## src/rtl/alu_pkg.sv

```systemverilog
`timescale 1ns/1ps
`default_nettype none
// ============================================================================
//  Module   : alu_pkg
//  Purpose  : Shared opcodes, state encoding and sizing constants for the
//             ALU command engine.
//  Revision : 1.0  initial release
// ============================================================================
package alu_pkg;

   localparam int HDR_BYTES_C  = 4;
   localparam int WORD_BYTES_C = 4;

   typedef enum logic [7:0] {
      OP_ECHO = 8'hEC,
      OP_ADD  = 8'hA0,
      OP_MUL  = 8'hB0
   } opcode_e;

   typedef logic [2:0] state_e;

   localparam state_e ST_IDLE    = 3'd0;
   localparam state_e ST_HDR_RSV = 3'd1;
   localparam state_e ST_HDR_LSB = 3'd2;
   localparam state_e ST_HDR_MSB = 3'd3;
   localparam state_e ST_ECHO    = 3'd4;
   localparam state_e ST_ACC     = 3'd5;
   localparam state_e ST_SEND    = 3'd6;
   localparam state_e ST_DRAIN   = 3'd7;

endpackage
`default_nettype wire

```

## src/rtl/alu_word_accum.sv

```systemverilog
`timescale 1ns/1ps
`default_nettype none
// ============================================================================
//  Module   : alu_word_accum
//  Purpose  : Assembles little-endian bytes into words and folds each word
//             into an add or multiply accumulator.
//  Revision : 1.0  initial release
// ============================================================================
module alu_word_accum
   import alu_pkg::*;
#(
   parameter int DATA_WIDTH_P = 8,
   parameter int WORD_BYTES_P = WORD_BYTES_C
) (
   input  logic                                 clk,
   input  logic                                 rst,
   input  logic                                 clr,
   input  logic                                 load,
   input  logic                                 op_mul,
   input  logic [DATA_WIDTH_P-1:0]              data,
   output logic [DATA_WIDTH_P*WORD_BYTES_P-1:0] acc,
   output logic [DATA_WIDTH_P*WORD_BYTES_P-1:0] acc_next
);

   localparam int WORD_W = DATA_WIDTH_P * WORD_BYTES_P;
   localparam int CNT_W  = $clog2(WORD_BYTES_P);

   logic [WORD_W-1:0] r_word;
   logic [WORD_W-1:0] r_acc;
   logic [CNT_W-1:0]  r_byte_cnt;
   logic              r_first;
   logic [WORD_W-1:0] w_word;
   logic              w_word_done;
   logic [WORD_W-1:0] w_acc_next;

   assign w_word      = {data, r_word[WORD_W-1:DATA_WIDTH_P]};
   assign w_word_done = load && (r_byte_cnt == CNT_W'(WORD_BYTES_P - 1));

   // The first complete word seeds the accumulator; later words fold in.
   always_comb begin
      w_acc_next = r_acc;
      if (w_word_done) begin
         if (r_first)
            w_acc_next = w_word;
         else if (op_mul)
            w_acc_next = r_acc * w_word;
         else
            w_acc_next = r_acc + w_word;
      end
   end

   always_ff @(posedge clk) begin
      if (rst || clr) begin
         r_word     <= '0;
         r_acc      <= '0;
         r_byte_cnt <= '0;
         r_first    <= 1'b1;
      end else if (load) begin
         r_word     <= w_word;
         r_byte_cnt <= r_byte_cnt + 1'b1;
         r_acc      <= w_acc_next;
         if (w_word_done)
            r_first <= 1'b0;
      end
   end

   assign acc      = r_acc;
   assign acc_next = w_acc_next;

endmodule
`default_nettype wire

```

## src/rtl/alu_cmd_engine.sv

```systemverilog
`timescale 1ns/1ps
`default_nettype none
// ============================================================================
//  Module   : alu_cmd_engine
//  Purpose  : Parses byte-stream command packets and streams back echo data
//             or a 32-bit add/mul reduction of the payload words.
//  Revision : 1.0  initial release
// ============================================================================
module alu_cmd_engine
   import alu_pkg::*;
#(
   parameter int DATA_WIDTH_P = 8,
   parameter int WORD_BYTES_P = WORD_BYTES_C
) (
   input  logic                    clk,
   input  logic                    rst,
   input  logic [DATA_WIDTH_P-1:0] s_axis_tdata,
   input  logic                    s_axis_tvalid,
   output logic                    s_axis_tready,
   output logic [DATA_WIDTH_P-1:0] m_axis_tdata,
   output logic                    m_axis_tvalid,
   input  logic                    m_axis_tready,
   output logic                    busy_o,
   output logic                    err_o
);

   localparam int WORD_W = DATA_WIDTH_P * WORD_BYTES_P;
   localparam int IDX_W  = $clog2(WORD_BYTES_P);

   state_e                  r_state;
   logic [DATA_WIDTH_P-1:0] r_opcode;
   logic [DATA_WIDTH_P-1:0] r_len_lsb;
   logic [15:0]             r_remain;
   logic [DATA_WIDTH_P-1:0] r_tdata;
   logic                    r_tvalid;
   logic                    r_err;
   logic [IDX_W-1:0]        r_send_idx;

   logic                    w_s_ready;
   logic                    w_in_hs;
   logic                    w_out_hs;
   logic                    w_last;
   logic [15:0]             w_len;
   logic [15:0]             w_payload;
   logic                    w_has_payload;
   logic                    w_is_echo;
   logic                    w_is_arith;
   logic                    w_valid;
   logic                    w_acc_clr;
   logic                    w_acc_load;
   logic [WORD_W-1:0]       w_acc;
   logic [WORD_W-1:0]       w_acc_next;
   logic [WORD_W-1:0]       w_result;
   logic [IDX_W-1:0]        w_next_idx;
   logic [IDX_W-1:0]        w_sel_idx;
   logic [DATA_WIDTH_P-1:0] w_out_byte;

   assign w_in_hs   = s_axis_tvalid && w_s_ready;
   assign w_out_hs  = r_tvalid && m_axis_tready;
   assign w_last    = (r_remain == 16'd1);
   assign w_len     = {s_axis_tdata, r_len_lsb};
   assign w_payload = w_len - 16'(HDR_BYTES_C);

   assign w_is_echo     = (r_opcode == OP_ECHO);
   assign w_is_arith    = (r_opcode == OP_ADD) || (r_opcode == OP_MUL);
   assign w_has_payload = (w_len > 16'(HDR_BYTES_C));
   assign w_valid       = (w_len >= 16'(HDR_BYTES_C)) &&
                          (w_is_echo ||
                           (w_is_arith &&
                            (w_len >= 16'(HDR_BYTES_C + WORD_BYTES_P)) &&
                            (w_payload % 16'(WORD_BYTES_P) == 16'd0)));

   // In IDLE a still-pending echo byte blocks the next packet's opcode.
   always_comb begin
      w_s_ready = 1'b0;
      case (r_state)
         ST_IDLE:    w_s_ready = !r_tvalid;
         ST_HDR_RSV,
         ST_HDR_LSB,
         ST_HDR_MSB,
         ST_ACC,
         ST_DRAIN:   w_s_ready = 1'b1;
         ST_ECHO:    w_s_ready = !r_tvalid || m_axis_tready;
         default:    w_s_ready = 1'b0;
      endcase
      if (rst)
         w_s_ready = 1'b0;
   end

   assign w_acc_clr  = w_in_hs && (r_state == ST_HDR_MSB);
   assign w_acc_load = w_in_hs && (r_state == ST_ACC);

   alu_word_accum #(
      .DATA_WIDTH_P (DATA_WIDTH_P),
      .WORD_BYTES_P (WORD_BYTES_P)
   ) u_accum (
      .clk      (clk),
      .rst      (rst),
      .clr      (w_acc_clr),
      .load     (w_acc_load),
      .op_mul   (r_opcode == OP_MUL),
      .data     (s_axis_tdata),
      .acc      (w_acc),
      .acc_next (w_acc_next)
   );

   // Byte 0 is taken from the in-flight result so tvalid can rise next cycle.
   assign w_result   = (r_state == ST_ACC) ? w_acc_next : w_acc;
   assign w_next_idx = r_send_idx + 1'b1;
   assign w_sel_idx  = (r_state == ST_ACC) ? '0 : w_next_idx;
   assign w_out_byte = w_result[int'(w_sel_idx)*DATA_WIDTH_P +: DATA_WIDTH_P];

   always_ff @(posedge clk) begin
      if (rst) begin
         r_state    <= ST_IDLE;
         r_opcode   <= '0;
         r_len_lsb  <= '0;
         r_remain   <= '0;
         r_tdata    <= '0;
         r_tvalid   <= 1'b0;
         r_err      <= 1'b0;
         r_send_idx <= '0;
      end else begin
         r_err <= 1'b0;
         if (w_out_hs && (r_state != ST_SEND))
            r_tvalid <= 1'b0;
         case (r_state)
            ST_IDLE: begin
               if (w_in_hs) begin
                  r_opcode <= s_axis_tdata;
                  r_state  <= ST_HDR_RSV;
               end
            end
            ST_HDR_RSV: begin
               if (w_in_hs)
                  r_state <= ST_HDR_LSB;
            end
            ST_HDR_LSB: begin
               if (w_in_hs) begin
                  r_len_lsb <= s_axis_tdata;
                  r_state   <= ST_HDR_MSB;
               end
            end
            ST_HDR_MSB: begin
               if (w_in_hs) begin
                  r_remain <= w_has_payload ? w_payload : 16'd0;
                  if (!w_valid) begin
                     r_err   <= 1'b1;
                     r_state <= w_has_payload ? ST_DRAIN : ST_IDLE;
                  end else if (w_is_echo) begin
                     r_state <= w_has_payload ? ST_ECHO : ST_IDLE;
                  end else begin
                     r_state <= ST_ACC;
                  end
               end
            end
            ST_ECHO: begin
               if (w_in_hs) begin
                  r_tdata  <= s_axis_tdata;
                  r_tvalid <= 1'b1;
                  r_remain <= r_remain - 16'd1;
                  if (w_last)
                     r_state <= ST_IDLE;
               end
            end
            ST_ACC: begin
               if (w_in_hs) begin
                  r_remain <= r_remain - 16'd1;
                  if (w_last) begin
                     r_tdata    <= w_out_byte;
                     r_tvalid   <= 1'b1;
                     r_send_idx <= '0;
                     r_state    <= ST_SEND;
                  end
               end
            end
            ST_SEND: begin
               if (w_out_hs) begin
                  if (r_send_idx == IDX_W'(WORD_BYTES_P - 1)) begin
                     r_tvalid <= 1'b0;
                     r_state  <= ST_IDLE;
                  end else begin
                     r_send_idx <= w_next_idx;
                     r_tdata    <= w_out_byte;
                  end
               end
            end
            ST_DRAIN: begin
               if (w_in_hs) begin
                  r_remain <= r_remain - 16'd1;
                  if (w_last)
                     r_state <= ST_IDLE;
               end
            end
            default: r_state <= ST_IDLE;
         endcase
      end
   end

   assign s_axis_tready = w_s_ready;
   assign m_axis_tdata  = r_tdata;
   assign m_axis_tvalid = r_tvalid;
   assign busy_o        = (r_state != ST_IDLE);
   assign err_o         = r_err;

endmodule
`default_nettype wire

```

## config.mk

```make
export PLATFORM = sky130hd
export DESIGN_NAME = alu_cmd_engine
export DESIGN_NICKNAME = d
export VERILOG_FILES = /design/src/rtl/alu_pkg.sv /design/src/rtl/alu_word_accum.sv /design/src/rtl/alu_cmd_engine.sv
export SDC_FILE = /design/constraint.sdc
export NUM_CORES = 2
export LEC_CHECK = 0
export CAP_MARGIN = 20
export CORE_ASPECT_RATIO = 0.75
export CORE_MARGIN = 10
export CORE_UTILIZATION = 61
export CTS_BUF_LIST = sky130_fd_sc_hd__clkbuf_4 sky130_fd_sc_hd__clkbuf_8
export DETAILED_ROUTE_END_ITERATION = 12
export GPL_ROUTABILITY_DRIVEN = 1
export PLACE_DENSITY = 0.81
export SYNTH_ARGS = -nofsm -noshare
export SYNTH_HDL_FRONTEND = slang
export SYNTH_SLANG_ARGS = --single-unit
```

## constraint.sdc

```tcl
create_clock -name clk -period 7.8 [get_ports clk]
set_input_delay 2.34 -clock clk [delete_from_list [all_inputs] [get_ports clk]]
set_output_delay 2.34 -clock clk [all_outputs]
set_load 0.05 [all_outputs]
```

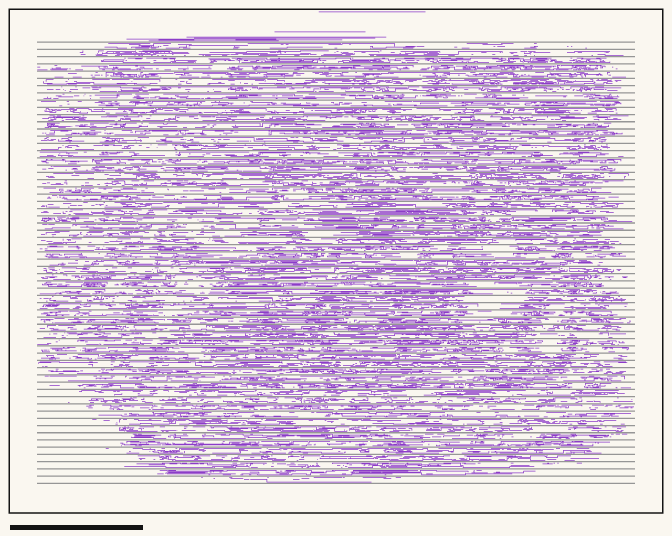
m1.png
The bar under the picture is 50 um long. Supply wires on this layer in grey.
share of all routed wire: 40%
nets with wire on the layer: 3084
main direction: horizontal

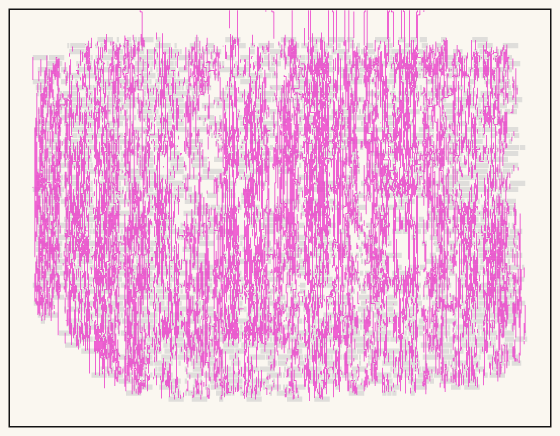
m2.png
Cells faint in the background.
wire length on this layer: 32.6 mm
nets with wire on the layer: 2806
share of all routed wire: 43%
main direction: vertical

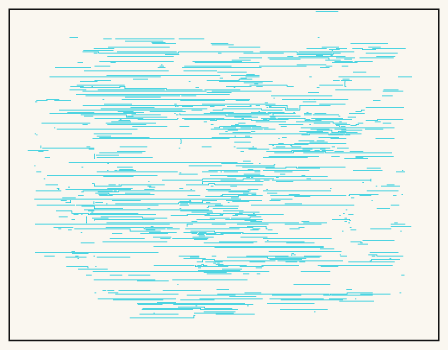
m3.png
wire length on this layer: 10300 um
share of all routed wire: 14%
main direction: horizontal
longest straight run: 118 um

==> area by class of cell <==
class	instances	area, um^2	share of cell area
Tap cell	504	631	0.0253
Antenna cell	1	2.50	0.000101
Clock inverter	6	119	0.00478
Timing Repair Buffer	177	1440	0.0578
Sequential cell	106	2140	0.0859
Inverter	405	1520	0.0612
Multi-Input combinational cell	2047	18900	0.759
Clock buffer	10	138	0.00553
==> cells by family after synthesis <==
kind of cell | after synthesis
buffers and inverters | 572
XOR/XNOR | 117
flip-flops | 106
multiplexers | 28
adder cells (fa/ha/maj) | 570
AND-OR/OR-AND | 394
AND/OR/NAND/NOR | 938
==> cells in the final DEF (no fill, tap or decap), types with 11 or more instances in the layout <==
master | Yosys | layout
o21bai_1 | 11 | 11
a31oi_1 | 15 | 15
o211ai_1 | 27 | 27
dfxtp_1 | 106 | 96
xnor2_1 | 88 | 87
a21oi_1 | 127 | 125
a22oi_1 | 13 | 13
and2_1 | 298 | 294
clkdlybuf4s50_1 | 0 | 18
a211oi_1 | 19 | 19
nor2_1 | 124 | 123
ha_1 | 161 | 159
nand3_1 | 31 | 30
nand2_1 | 366 | 364
xor2_1 | 28 | 28
mux2i_1 | 20 | 20
a21o_1 | 27 | 27
o21ai_0 | 77 | 77
and3_1 | 11 | 11
buf_4 | 0 | 147
fa_1 | 409 | 407
nor3_1 | 28 | 27
or3_1 | 12 | 12
inv_1 | 404 | 398
==> state kept, by name, summed over array words and instances (netlist names) <==
| name | cells |
|---|---|
| r_send_idx | 2 |
| err_o | 1 |
| u_accum.r_byte_cnt | 2 |
| m_axis_tdata | 8 |
| u_accum.r_first | 1 |
| r_len_lsb | 8 |
| m_axis_tvalid | 1 |
| r_state | 3 |
| r_remain | 16 |
| u_accum.acc | 32 |
| u_accum.r_word | 24 |
| r_opcode | 8 |
==> reports/summary.txt <==
ys async rst share: 0
HPWL Detailed: 60.3 mm
cell row count: 61
Worst EP required: 8.12 ns
clk buf depth: 2
Remaining DRCs: 0
synthesized instance count: 2725
final core utilization: 0.667
most frequent cell after synthesis: fa_1
Syn. warnings: 0
Worst Slack Setup Final: -0.0150 ns
final tally of setup violations: 1
Critical Path AT: 8.13 ns
first-pass GRT wire length: 120 mm
Crit Path Max Fanout: 4
Seq pwr share: 0.504
largest net degree at the start of global routing: 52
Critical Path Max Stage Delay: 0.55 ns
final worst-path cycle share: 1.00
Post-Layout Inst Area: 24900 um^2
Placed Area: 24500 um^2
worst-skew pair later-pin latency: 0.41 ns
Clock Power: 446 uW
pre-CTS setup slack: -0.931 ns
WL final: 76.6 mm
grt peak-use layer: met2
tool warning count: 32
reg2reg path depth: 23
Critical R2R Launch: u_accum.acc[15]
static leakage: 11.7 nW
Final min period: 7.81 ns
Pwr top: registers
total of max-cap violations: 0
failing checks: negative setup slack
syn_nets: 3307
top cells by count, synth: fa_1, inv_1, nand2_1, and2_1, ha_1
Synth top area share: 0.353
Mux cell area share: 0.0164
endpoint class of the critical path: flop
DRT antenna net count: 0
CTS H-tree depth: 3
Internal Pwr Total: 801 uW
Worst-Margin Slew: 1.17 ns
Synth Area in Adders: 0.440
PwrDens: 43.6 nW/um^2
number of enable flip-flop cells: 0
DR vias: 20.1k
crit path to: u_accum.acc[31]
hold_ws: 0.469 ns
Comb. pwr: 91.8 uW
Metal-1 WL: 30.9 mm
met1 Use GR: 0.468
vias in the first global route: 20.8k
gr usage total: 0.335
Worst-path clk slew: 0.11 ns
DR iter-0 viols: 2243
Clk pwr share: 0.412
top_reg_cell synth: dfxtp_1
status: finished, violations left
setup TNS: -0.0150 ns
Psw: 283 uW
Syn Area/Cell: 8.52 um^2
Clock Sinks: 106
yosys aoi share: 0.109
WP buf/inv: 4
hold crit path type: reg -> reg
Hold-fix buffers, CTS: 0
Fin. Hold Viols: 0
GRT met2 Usage: 0.501
Comb pwr share: 0.085
Mapped Area: 23200 um^2
crit path from: s_axis_tdata[1]
initial antenna violation count: 3
Reg2Reg Setup Slack: 0.25 ns
Power and IR drop assume default switching activity.
